[src/rtl/rsa_link_pkg.sv]
// Shared types and default key material for the inter-board ciphertext link.
package rsa_link_pkg;

    localparam int unsigned DATA_W    = 128;
    localparam int unsigned DEF_MOD_W = 16;
    localparam int unsigned DEF_EXP_W = 16;
    localparam int unsigned DEF_N_MOD = 2773;
    localparam int unsigned DEF_D_KEY = 157;

    localparam logic [DATA_W-1:0] ERR_WORD = {DATA_W{1'b1}};

    typedef enum logic [2:0] {
        S_IDLE,
        S_CHECK,
        S_LOAD,
        S_MUL,
        S_STEP,
        S_SEND
    } state_t;

endpackage

[src/rtl/mod_mul.sv]
// Sequential modular multiplier: interleaved shift-add, one b bit per cycle, MSB first.
// The first step is taken on the start edge, so done pulses MOD_W-1 cycles after start.
module mod_mul #(
    parameter int unsigned MOD_W = 16,
    parameter int unsigned N_MOD = 2773
) (
    input  logic             clock,
    input  logic             reset,
    input  logic             start,
    input  logic [MOD_W-1:0] a,
    input  logic [MOD_W-1:0] b,
    output logic [MOD_W-1:0] result,
    output logic             done
);

    localparam int unsigned     CNT_W = $clog2(MOD_W + 1);
    localparam logic [MOD_W:0]  N_EXT = (MOD_W + 1)'(N_MOD);

    logic [MOD_W-1:0] acc_q;
    logic [MOD_W-1:0] a_q;
    logic [MOD_W-1:0] b_q;
    logic [CNT_W-1:0] cnt;
    logic             running;

    // One reduction step: acc = 2*acc mod N, then optionally acc = acc + a mod N.
    function automatic logic [MOD_W-1:0] mm_step(input logic [MOD_W-1:0] acc,
                                                 input logic [MOD_W-1:0] av,
                                                 input logic             bbit);
        logic [MOD_W:0] t;
        t = {acc, 1'b0};
        if (t >= N_EXT) t = t - N_EXT;
        if (bbit) begin
            t = t + {1'b0, av};
            if (t >= N_EXT) t = t - N_EXT;
        end
        return t[MOD_W-1:0];
    endfunction

    // Operand capture, step sequencing and done pulse.
    always_ff @(posedge clock) begin
        if (reset) begin
            acc_q   <= '0;
            a_q     <= '0;
            b_q     <= '0;
            cnt     <= '0;
            running <= 1'b0;
            done    <= 1'b0;
        end else begin
            done <= 1'b0;
            if (start) begin
                acc_q <= mm_step(MOD_W'(0), a, b[MOD_W-1]);
                a_q   <= a;
                b_q   <= b << 1;
                cnt   <= CNT_W'(1);
                if (MOD_W == 1) begin
                    done <= 1'b1;
                end else begin
                    running <= 1'b1;
                end
            end else if (running) begin
                acc_q <= mm_step(acc_q, a_q, b_q[MOD_W-1]);
                b_q   <= b_q << 1;
                cnt   <= cnt + CNT_W'(1);
                if (cnt == CNT_W'(MOD_W - 1)) begin
                    running <= 1'b0;
                    done    <= 1'b1;
                end
            end
        end
    end

    assign result = acc_q;

endmodule

[src/rtl/decrypt_responder.sv]
// Far-end RSA responder: captures a ciphertext word, decrypts it with the fixed private
// key by LSB-first square-and-multiply, and returns the plaintext through the transmit port.
module decrypt_responder
    import rsa_link_pkg::*;
#(
    parameter int unsigned MOD_W = DEF_MOD_W,
    parameter int unsigned EXP_W = DEF_EXP_W,
    parameter int unsigned N_MOD = DEF_N_MOD,
    parameter int unsigned D_KEY = DEF_D_KEY
) (
    input  logic              clock,
    input  logic              reset,
    input  logic              rx_received,
    input  logic [DATA_W-1:0] rx_data,
    output logic              tx_wr,
    output logic [DATA_W-1:0] tx_data,
    output logic              busy,
    output logic              error,
    output logic              overrun
);

    localparam int unsigned CNT_W = $clog2(EXP_W + 1);

    state_t            state;
    logic              rx_q;
    logic [DATA_W-1:0] c_q;
    logic [MOD_W-1:0]  res;
    logic [MOD_W-1:0]  base;
    logic [EXP_W-1:0]  exp_q;
    logic [CNT_W-1:0]  bit_cnt;

    logic              rx_edge_c;
    logic              out_of_range_c;
    logic              start_c;
    logic [MOD_W-1:0]  prod_a;
    logic [MOD_W-1:0]  prod_b;
    logic              done_a;
    logic              done_b;
    logic [MOD_W-1:0]  res_next_c;

    // Edge detect, range check and the multiply-or-keep choice for the running result.
    always_comb begin
        rx_edge_c      = rx_received & ~rx_q;
        out_of_range_c = (c_q[DATA_W-1:MOD_W] != '0) || (c_q[MOD_W-1:0] >= MOD_W'(N_MOD));
        start_c        = (state == S_LOAD);
        res_next_c     = exp_q[0] ? prod_a : res;
    end

    // res * base
    mod_mul #(.MOD_W(MOD_W), .N_MOD(N_MOD)) u_mul_a (
        .clock  (clock),
        .reset  (reset),
        .start  (start_c),
        .a      (res),
        .b      (base),
        .result (prod_a),
        .done   (done_a)
    );

    // base * base
    mod_mul #(.MOD_W(MOD_W), .N_MOD(N_MOD)) u_mul_b (
        .clock  (clock),
        .reset  (reset),
        .start  (start_c),
        .a      (base),
        .b      (base),
        .result (prod_b),
        .done   (done_b)
    );

    // Control FSM with registered reply, status and overrun outputs.
    always_ff @(posedge clock) begin
        if (reset) begin
            state   <= S_IDLE;
            rx_q    <= 1'b0;
            c_q     <= '0;
            res     <= '0;
            base    <= '0;
            exp_q   <= '0;
            bit_cnt <= '0;
            tx_wr   <= 1'b0;
            tx_data <= '0;
            busy    <= 1'b0;
            error   <= 1'b0;
            overrun <= 1'b0;
        end else begin
            rx_q  <= rx_received;
            tx_wr <= 1'b0;
            if (rx_edge_c && (state != S_IDLE)) overrun <= 1'b1;
            case (state)
                S_IDLE: begin
                    if (rx_edge_c) begin
                        c_q   <= rx_data;
                        busy  <= 1'b1;
                        state <= S_CHECK;
                    end
                end
                S_CHECK: begin
                    if (out_of_range_c) begin
                        tx_data <= ERR_WORD;
                        error   <= 1'b1;
                        tx_wr   <= 1'b1;
                        state   <= S_SEND;
                    end else begin
                        res     <= MOD_W'(1);
                        base    <= c_q[MOD_W-1:0];
                        exp_q   <= EXP_W'(D_KEY);
                        bit_cnt <= '0;
                        state   <= S_LOAD;
                    end
                end
                S_LOAD: begin
                    state <= S_MUL;
                end
                S_MUL: begin
                    if (done_a && done_b) state <= S_STEP;
                end
                S_STEP: begin
                    res     <= res_next_c;
                    base    <= prod_b;
                    exp_q   <= exp_q >> 1;
                    bit_cnt <= bit_cnt + CNT_W'(1);
                    if (bit_cnt == CNT_W'(EXP_W - 1)) begin
                        tx_data <= {{(DATA_W - MOD_W){1'b0}}, res_next_c};
                        error   <= 1'b0;
                        tx_wr   <= 1'b1;
                        state   <= S_SEND;
                    end else begin
                        state <= S_LOAD;
                    end
                end
                S_SEND: begin
                    busy  <= 1'b0;
                    state <= S_IDLE;
                end
                default: begin
                    state <= S_IDLE;
                end
            endcase
        end
    end

endmodule

[config.mk]
export PLATFORM = sky130hd
export DESIGN_NAME = decrypt_responder
export DESIGN_NICKNAME = d
export VERILOG_FILES = /design/src/rtl/rsa_link_pkg.sv /design/src/rtl/mod_mul.sv /design/src/rtl/decrypt_responder.sv
export SDC_FILE = /design/constraint.sdc
export NUM_CORES = 1
export LEC_CHECK = 0
export CAP_MARGIN = 20
export CORE_MARGIN = 2
export CORE_UTILIZATION = 55
export DETAILED_ROUTE_END_ITERATION = 10
export GPL_TIMING_DRIVEN = 0
export HOLD_SLACK_MARGIN = 0.02
export PLACE_DENSITY = 0.82
export SLEW_MARGIN = 5
export SYNTH_ARGS = -nofsm -noshare
export SYNTH_HDL_FRONTEND = slang
export SYNTH_SLANG_ARGS = --single-unit
[constraint.sdc]
create_clock -name clock -period 12.8 [get_ports clock]
set_clock_uncertainty 0.2 [all_clocks]
set_input_delay 3.84 -clock clock [delete_from_list [all_inputs] [get_ports clock]]
set_output_delay 3.84 -clock clock [all_outputs]
set_load 0.005 [all_outputs]
==> run_1/met3.png <==
Drawn at 1.5 px/um.
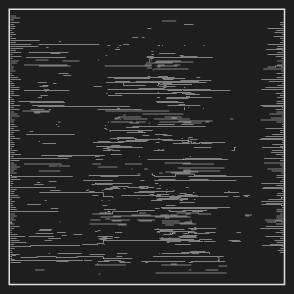
503 nets have wire on it. The layer carries 5760 um of wire. The layer holds 10% of the routed length. The longest straight run is 66.7 um. The wires run mostly horizontal.
global-route met3 utilization: 6.41%
final wirelength: 55.8 mm
Vias: 17700

==> run_1/final_congestion.png <==
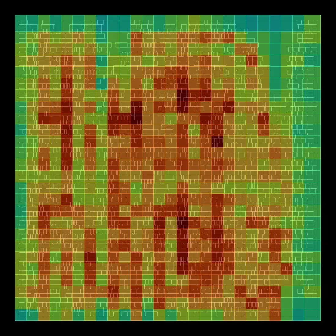
GR peak layer: met2
met2 usage: 54.5%
GRT Util Overall: 32.2%
GRT met1 Usage: 40.9%

==> run_1/drive_strength.png <==
Drawn at 2 px/um.
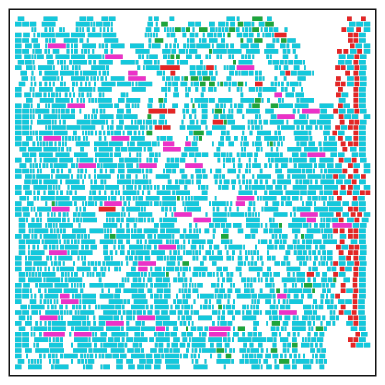
drive 3 to 4: shown in red, cells 125, most used buf_4. drive 6 and up: shown in magenta, cells 43, most used clkbuf_16. drive 2: shown in green, cells 59, most used buf_2. drive 1 or less: shown in cyan, cells 2339, most used nand2_1.
Area Growth Syn to Fin: 23.6%
setup ws final: 6.59 ns
Buffers excl. clock: 527
fin area: 0.0217 mm^2

==> flow_summary.json, run 1 <==
{
  "cts_htree_levels": 1,
  "ys_sh_adder_pct": 3.80,
  "clk_path_buf_depth": 3,
  "synthXorXnorAreaFrac_pct": 3.70,
  "power_leader": "combinational cells",
  "largest_reg_flops": 128,
  "drt_iter0_markers": 1416,
  "synthAoiAreaFrac_pct": 23.7,
  "whs_ns": 0.255,
  "die_y_um": 183,
  "initial_core_util_pct": 55.7,
  "ys_cells": 2251,
  "ff_type": "dfxtp_1",
  "critPathKind": "primary input to flop",
  "ioPinCount": 263,
  "hold_class": "flop to flop",
  "muxShareOfSynthArea_pct": 4.18,
  "cp-endpoint": "u_mul_a.result[1]",
  "period_needed_ns": 6.21,
  "cts_resized": 0,
  "top_layer_used": "met4",
  "cts_setup_buffers": 0,
  "inverters": 48,
  "status": "finished clean",
  "reg2reg_to": "u_mul_a.result[5]",
  "cts_tree": "built",
  "cp_num_buf_inv": 4,
  "crit_top_cell": "clkbuf_1",
  "regMostFlops": "c_q",
  "top_cells_by_area": "dfxtp_1 35%, a21oi_1 9.3%, nand2_1 8.6%",
  "syn_area_per_cell_um2": 7.79,
  "logic_area_mm2": 0.00980,
  "yosys.area.top_type": "dfxtp_1",
  "final_cells": 2968,
  "hold_buffers": 0,
  "seq_cell_count": 305,
  "synth_nets": 2434,
  "wl_per_cell_um": 18.8,
  "buf_share_pct": 18.9
}
## Run 2: what changed since run 1
==> constraint.sdc (replaced) <==
create_clock -name clock -period 5.8 [get_ports clock]
set_clock_uncertainty 0.2 [all_clocks]
set_input_delay 1.74 -clock clock [delete_from_list [all_inputs] [get_ports clock]]
set_output_delay 1.74 -clock clock [all_outputs]
set_load 0.005 [all_outputs]
==> run_2/gate_families.png <==
Drawn at 2 px/um.
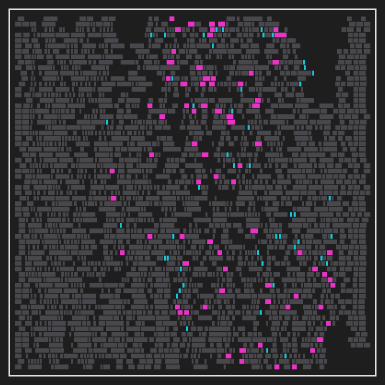
inverters: shown in cyan, cells 48. AND-OR and OR-AND gates: shown in magenta, cells 74.
highest-count logic cell in the final layout: nand2_1
Finished Layout Cells: 2974
Comb/total area: 45.3%

==> run_2/drive_strength.png <==
Drawn at 2 px/um.
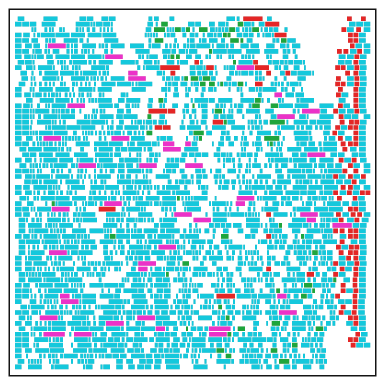
drive 2: shown in green, cells 65, most used buf_2. drive 1 or less: shown in cyan, cells 2329, most used nand2_1. drive 3 to 4: shown in red, cells 135, most used buf_4. drive 6 and up: shown in magenta, cells 43, most used clkbuf_16.
fin area: 0.0218 mm^2
Buffers excl. clock: 533
setup ws final: 0.145 ns
Area Growth Syn to Fin: 24.3%

==> run_2/met3.png <==
Drawn at 1.5 px/um.
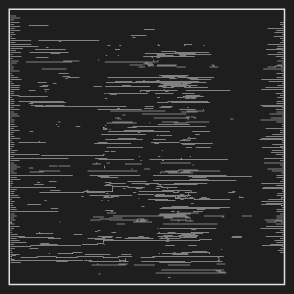
The longest straight run is 66.7 um. The layer carries 5730 um of wire. The wires run mostly horizontal. The layer holds 10% of the routed length.
Vias: 17700
final wirelength: 55.9 mm

==> run 2 against run 1 <==
Against the previous run: the run now ends with DRC left; sequential share of layout area fell by 0.14 points; register-to-register slack got worse by 6.5 ns; cell area grew 0.55%; critical path depth increased by 12.
==> flow_summary.json, run 2 <==
{
  "cts_tree": "built",
  "io_buffer_count": 262,
  "power_leakage_nw": 8.31,
  "hold_class": "flop to flop",
  "slowest_stage": "a2111oi_4",
  "cp_num_buf_inv": 2,
  "yosysMostFrequentCell": "nand2_1",
  "num_tap_cells": 402,
  "seq_cell_count": 305,
  "ioPinCount": 263,
  "inverters": 48,
  "wl_per_cell_um": 18.8,
  "met1_length_mm": 22.9,
  "grt_pass1_vias": 16900,
  "hold_viol_final": 0,
  "grt.met2_usage_pct": 54.5,
  "grt_util_met3_pct": 6.41,
  "endpoint_kind": "flop",
  "p_sw_w": 0.00569,
  "drt_iter0_markers": 1366,
  "status": "finished with violations",
  "netlist.area_leader.share_pct": 34.8,
  "start_kind": "flop",
  "power_w": 0.0129,
  "muxShareOfSynthArea_pct": 4.18,
  "crit_fanout": 9,
  "preCtsSetupSlack_ns": -0.109,
  "maxSlewViolCount": 0,
  "critPathKind": "flop to flop",
  "seq_power_w": 0.00301,
  "final_net_count": 2735,
  "logic_area_mm2": 0.00987,
  "use_met1_pct": 40.9,
  "seq_area_mm2": 0.00611,
  "cts_setup_buffers": 0,
  "period_needed_ns": 5.66,
  "synth_nets": 2434,
  "max-vdd-ir-drop_v": 0.000317,
  "initial_core_util_pct": 55.7,
  "syn_area_per_cell_um2": 7.79,
  "top_cells_by_area": "dfxtp_1 35%, a21oi_1 9.3%, nand2_1 8.6%",
  "max_slew_margin_pct": 38.8,
  "top_logic_kind": "AND-OR/OR-AND gates",
  "syn_area_mm2": 0.0175,
  "cp-endpoint": "u_mul_b.result[9]",
  "synth_warnings": 0,
  "violations": "DRC",
  "hpwl_mm": 43.1,
  "yosys.area.top_type": "dfxtp_1",
  "nClkBuffers": 45,
  "max_stage_delay_ns": 0.52,
  "top_layer_used": "met4",
  "viasPerCell": 5.95,
  "lay_top_cells": "401 x nand2_1, 323 x a21oi_1, 302 x dfxtp_1",
  "ys_cells": 2251,
  "power.density_mw_per_mm2": 592,
  "whs_ns": 0.256,
  "die_y_um": 183,
  "grt.total_usage_pct": 32.2,
  "reg2reg_to": "u_mul_b.result[9]",
  "synthAoiAreaFrac_pct": 23.7,
  "ff_type": "dfxtp_1",
  "largest_reg_flops": 128,
  "common_cells": "403 x nand2_1, 324 x a21oi_1, 305 x dfxtp_1",
  "final-clk-cell-share_pct": 4.49,
  "met3WireLength_mm": 5.73,
  "rsz0062_at_grt": "true",
  "hold_depth": 2,
  "ys_area_mm2": 0.0175,
  "tightest_slew_ns": 0.919,
  "path_clk_slew_ns": 0.06,
  "power_leader": "combinational cells",
  "cts_buffers": 30,
  "buf_share_pct": 19.0,
  "r2r-start": "u_mul_b.result[0]",
  "cts_resized": 1,
  "hold_buffers": 0,
  "drc": 1,
  "edf_count": 0,
  "regMostFlops": "c_q",
  "cts_htree_levels": 1,
  "clk_path_buf_depth": 3,
  "grt_pass1_wl_mm": 87.0,
  "grt.busiest_layer": "met2",
  "sh_seq_area_pct": 28.1,
  "ys_sh_adder_pct": 3.80,
  "synthXorXnorAreaFrac_pct": 3.70
}
